==> config.mk <==
export PLATFORM = sky130hd
export DESIGN_NAME = jam_permute_gen
export DESIGN_NICKNAME = d
export VERILOG_FILES = /design/src/rtl/jam_permute_gen.sv
export SDC_FILE = /design/constraint.sdc
export NUM_CORES = 1
export LEC_CHECK = 0
export CAP_MARGIN = 10
export CORE_ASPECT_RATIO = 0.9
export CORE_MARGIN = 4
export CORE_UTILIZATION = 35
export DETAILED_ROUTE_END_ITERATION = 8
export PLACE_DENSITY_LB_ADDON = 0.1
export SYNTH_ARGS = -nofsm -noshare
export SYNTH_HDL_FRONTEND = slang
export SYNTH_SLANG_ARGS = --single-unit
export TNS_END_PERCENT = 20
==> constraint.sdc <==
create_clock -name clk -period 5.5 [get_ports clk]
set_input_delay 1.1 -clock clk [delete_from_list [all_inputs] [get_ports clk]]
set_output_delay 1.1 -clock clk [all_outputs]
set_load 0.1 [all_outputs]
==> src/rtl/jam_permute_gen.sv <==
// Lexicographic next-permutation generator: holds N job indices and steps to the
// next permutation in lexicographic order through PIVOT, SWAP and REVERSE phases.
module jam_permute_gen #(
  parameter int N  = 8,
  parameter int IW = 3
) (
  input  logic          clk,
  input  logic          rst,
  input  logic          next,
  output logic [N*IW-1:0] perm,
  output logic          permute_valid,
  output logic          last
);

  // Handshake: perm is consumable whenever permute_valid=1. next is a request
  // with no ready of its own; it is only sampled while permute_valid=1 and is
  // ignored otherwise, including while an update is in flight.

  localparam logic [2:0] ST_INIT    = 3'd0;
  localparam logic [2:0] ST_HOLD    = 3'd1;
  localparam logic [2:0] ST_PIVOT   = 3'd2;
  localparam logic [2:0] ST_SWAP    = 3'd3;
  localparam logic [2:0] ST_REVERSE = 3'd4;

  logic [2:0]    state;
  logic [IW-1:0] p     [N];
  logic [IW-1:0] swap_p[N];
  logic [IW-1:0] rev_p [N];
  logic [IW-1:0] i_r, j_r;
  logic [IW-1:0] piv_i, piv_j, p_at_piv;
  logic          piv_found;
  logic [IW-1:0] p_i_val, p_j_val;

  // Pivot search: later matches overwrite earlier ones, leaving the largest index.
  always_comb begin
    piv_i     = '0;
    piv_found = 1'b0;
    for (int k = 0; k < N - 1; k++) begin
      if (p[k] < p[k+1]) begin
        piv_i     = IW'(k);
        piv_found = 1'b1;
      end
    end
    p_at_piv = '0;
    for (int k = 0; k < N; k++) begin
      if (IW'(k) == piv_i) p_at_piv = p[k];
    end
    piv_j = '0;
    for (int k = 0; k < N; k++) begin
      if ((IW'(k) > piv_i) && (p[k] > p_at_piv)) piv_j = IW'(k);
    end
  end

  always_comb begin
    p_i_val = '0;
    p_j_val = '0;
    for (int k = 0; k < N; k++) begin
      if (IW'(k) == i_r) p_i_val = p[k];
      if (IW'(k) == j_r) p_j_val = p[k];
    end
    for (int k = 0; k < N; k++) begin
      if (IW'(k) == i_r)      swap_p[k] = p_j_val;
      else if (IW'(k) == j_r) swap_p[k] = p_i_val;
      else                    swap_p[k] = p[k];
    end
  end

  // Suffix reversal: position k > i takes the element mirrored about the suffix centre.
  always_comb begin
    for (int k = 0; k < N; k++) begin
      rev_p[k] = p[k];
      for (int s = 0; s < N; s++) begin
        if ((k > int'(i_r)) && (s == N + int'(i_r) - k)) rev_p[k] = p[s];
      end
    end
  end

  always_ff @(posedge clk) begin
    if (rst) begin
      state <= ST_INIT;
      i_r   <= '0;
      j_r   <= '0;
      for (int k = 0; k < N; k++) p[k] <= IW'(k);
    end else begin
      case (state)
        ST_INIT: state <= ST_HOLD;
        ST_HOLD: begin
          if (next && piv_found) state <= ST_PIVOT;
        end
        ST_PIVOT: begin
          i_r   <= piv_i;
          j_r   <= piv_j;
          state <= ST_SWAP;
        end
        ST_SWAP: begin
          for (int k = 0; k < N; k++) p[k] <= swap_p[k];
          state <= ST_REVERSE;
        end
        ST_REVERSE: begin
          for (int k = 0; k < N; k++) p[k] <= rev_p[k];
          state <= ST_HOLD;
        end
        default: state <= ST_INIT;
      endcase
    end
  end

  always_comb begin
    perm = '0;
    for (int k = 0; k < N; k++) perm[IW*k +: IW] = p[k];
  end

  assign permute_valid = (state == ST_HOLD);
  assign last          = permute_valid && !piv_found;

endmodule
gates.png
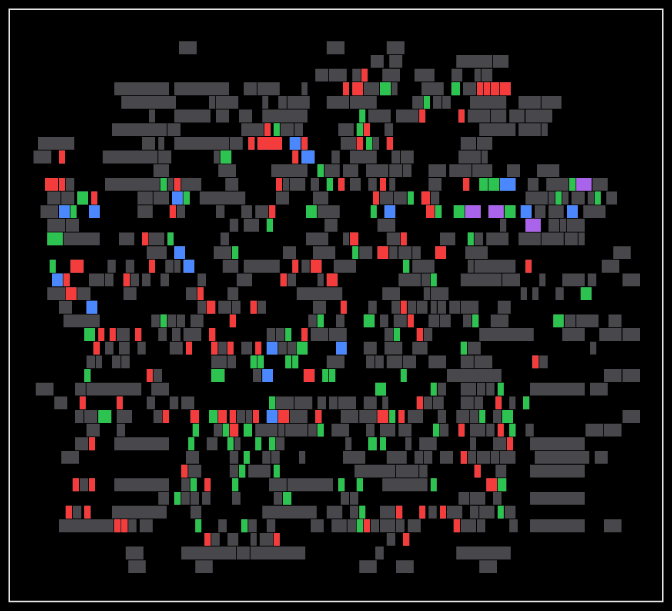
color	family	cells
purple	xor and xnor cells	4
green	nand cells	92
red	nor cells	104
blue	and/or cells	17
Post-Layout Cell Count: 824
most frequent logic cell in the layout: nor2_1
Comb/total area: 65.2%

class_map.png
The bar under the picture is 50 um long.
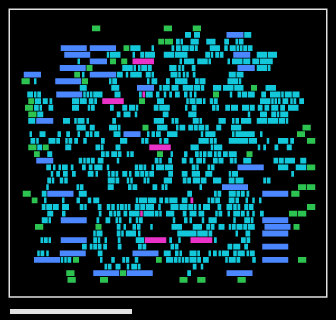
color	class	cells
green	remaining buffers and delay cells	49
magenta	clock drivers and dummy loads	8
cyan	remaining logic cells	570
blue	registers	33

ff_map.png
The bar under the picture is 50 um long. Other sequential cells in the stronger gray, the rest of the logic in the fainter gray.
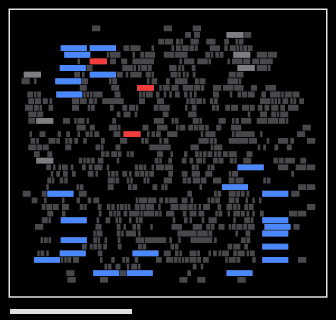
color	name in the netlist	flops
blue	p	24
red	i_r	3
not colored	6

congestion_map.png
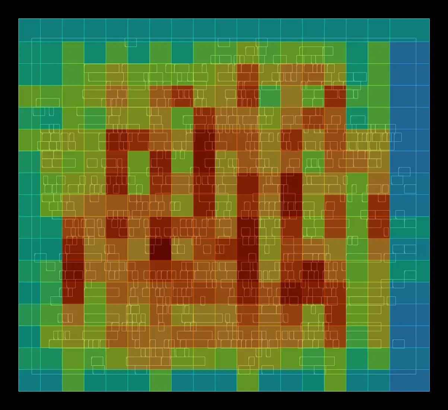
Avg WL per Cell: 24.7 um
met1 GRT Util: 38.5%
GRT Total Usage: 26.5%
M3 GR Usage: 4.85%
Final Core Density: 40.6%

==> impl_metrics.ini <==
; synthesis and place-and-route metrics
[status]
status = complete, no violations

[yosys]
simple_gate_area_share_pct = 20.5
ys_sh_adder_pct = 9.31
syn-num-nets = 691
synth.distinct_cells = 66
synth_warnings = 0
async_flop_share_pct = 0
synth-edff-count = 24
compound_area_share_pct = 34.6
syn_inst = 654
mux_area_share_pct = 7.73
syn-cell-area_mm2 = 0.00468

[detailed_routing]
drc = 0
antenna_left = 0
vias_per_cell = 6.45
drtIter0Drc = 797
wirelength_um = 20400

[cells_and_area]
fill_cells = 1392
final_cell_mix = 82 x nor2_1, 72 x a21oi_1, 68 x nand2_1
n_antenna_cell = 0
drive_gt1_share_pct = 7.73

[clock_network]
cts_buffers = 5
clock_latency_ns = 0.29
cts_tree = yes
clock_sinks = 33
clk_pin_slew_ns = 0.06
clockBufferDepth = 2

[grt]
grt_pass1_wl_um = 30800
busiest_layer = met2
met2_usage_pct = 38.8
grt_antenna_before_repair = 0

[sta]
slew_headroom_pct = 26.5
finalClockPeriodUsage_pct = 88.7
finalMaxSlewViolations = 0
fin_setup_tns_ns = 0
rsz0062_at_grt = no
fin_worst_skew_ns = 0.00474
layout_setup_ws_ns = 0.619
hold_ws_ns = 0.573

[placed_design]
place_hpwl_um = 14900
place_ws_ns = 0.638
place_area_mm2 = 0.00509
gp_congestion = 0.990
placed_cells = 816

[pwr]
peakVddDrop_v = 0.000103
leakagePower_nw = 1.95
total_power_mw = 1.16
cellPowerDensity_mw_per_mm2 = 222

[floorplan]
initCoreUtil_pct = 36.3
fp.dieW_um = 130
fp.dieArea_mm2 = 0.0153
rows = 39

[worst_setup_path]
endpoint = j_r[2]$_SDFFE_PP0P_
rr_worst_depth = 19
r2r_slack_ns = 0.62
crit_start = p[0][8]$_SDFFCE_PP0P_
critPathLaunchType = register
r2r-end = j_r[2]$_SDFFE_PP0P_
path_class = register to register

[hold_path]
holdPathEnd = state[1]$_SDFFE_PP0P_
hold_path_class = register to register

[flow_run]
drv_cap = 0
log.warning_count = 29
[flip-flops by register name, indices dropped and copies added (netlist names)]
signal / flops
p: 24
i_r: 3
state: 3
j_r: 3
[where the power goes]
group / internal [mW] / total, mW / switching (mW)
Combinational: 0.184 / 0.558 / 0.374
Sequential: 0.283 / 0.321 / 0.0385
Clock: 0.167 / 0.285 / 0.118
Total: 0.633 / 1.16 / 0.530
[cell type report]
type	count	area, um^2	share of cell area [%]
clock inverters	1	3.75	0.0718
inverters	38	143	2.73
multi-input cells	532	3410	65.2
well taps	164	205	3.92
repair buffers	49	435	8.33
flip-flops and latches	33	901	17.2
clock buffers	7	133	2.54
[synth_stat cells, drive strengths merged, types with 10 or more instances]
| master | number | area [um^2] |
|---|---|---|
| ha | 34 | 425 |
| nand2 | 68 | 255 |
| inv | 38 | 143 |
| nand2b | 12 | 75.1 |
| clkbuf | 38 | 143 |
| mux2i | 26 | 260 |
| edfxtp | 24 | 721 |
| a31oi | 14 | 93.8 |
| o21ai | 54 | 274 |
| nor2 | 82 | 308 |
| a311oi | 10 | 93.8 |
| o22ai | 14 | 87.6 |
| buf | 13 | 83.8 |
| a21oi | 72 | 360 |
| a211oi | 25 | 198 |
[worst max-delay path: stages (launching register included)]
cell       delay, ns
edfxtp_1        0.57
inv_1           0.12
ha_1            0.31
a21o_1          0.16
a31oi_1         0.33
a211oi_1        0.17
a211oi_2        0.45
mux2i_1         0.14
a211oi_1        0.25
a211oi_1        0.07
a211oi_1        0.19
a21oi_1         0.06
a21oi_1         0.55
ha_1            0.35
nand2_1         0.09
a2111oi_2       0.06
nor4_1          0.39
o211a_2         0.30
nor4_1          0.06
nor3_1          0.18
Power and IR drop assume default switching activity.
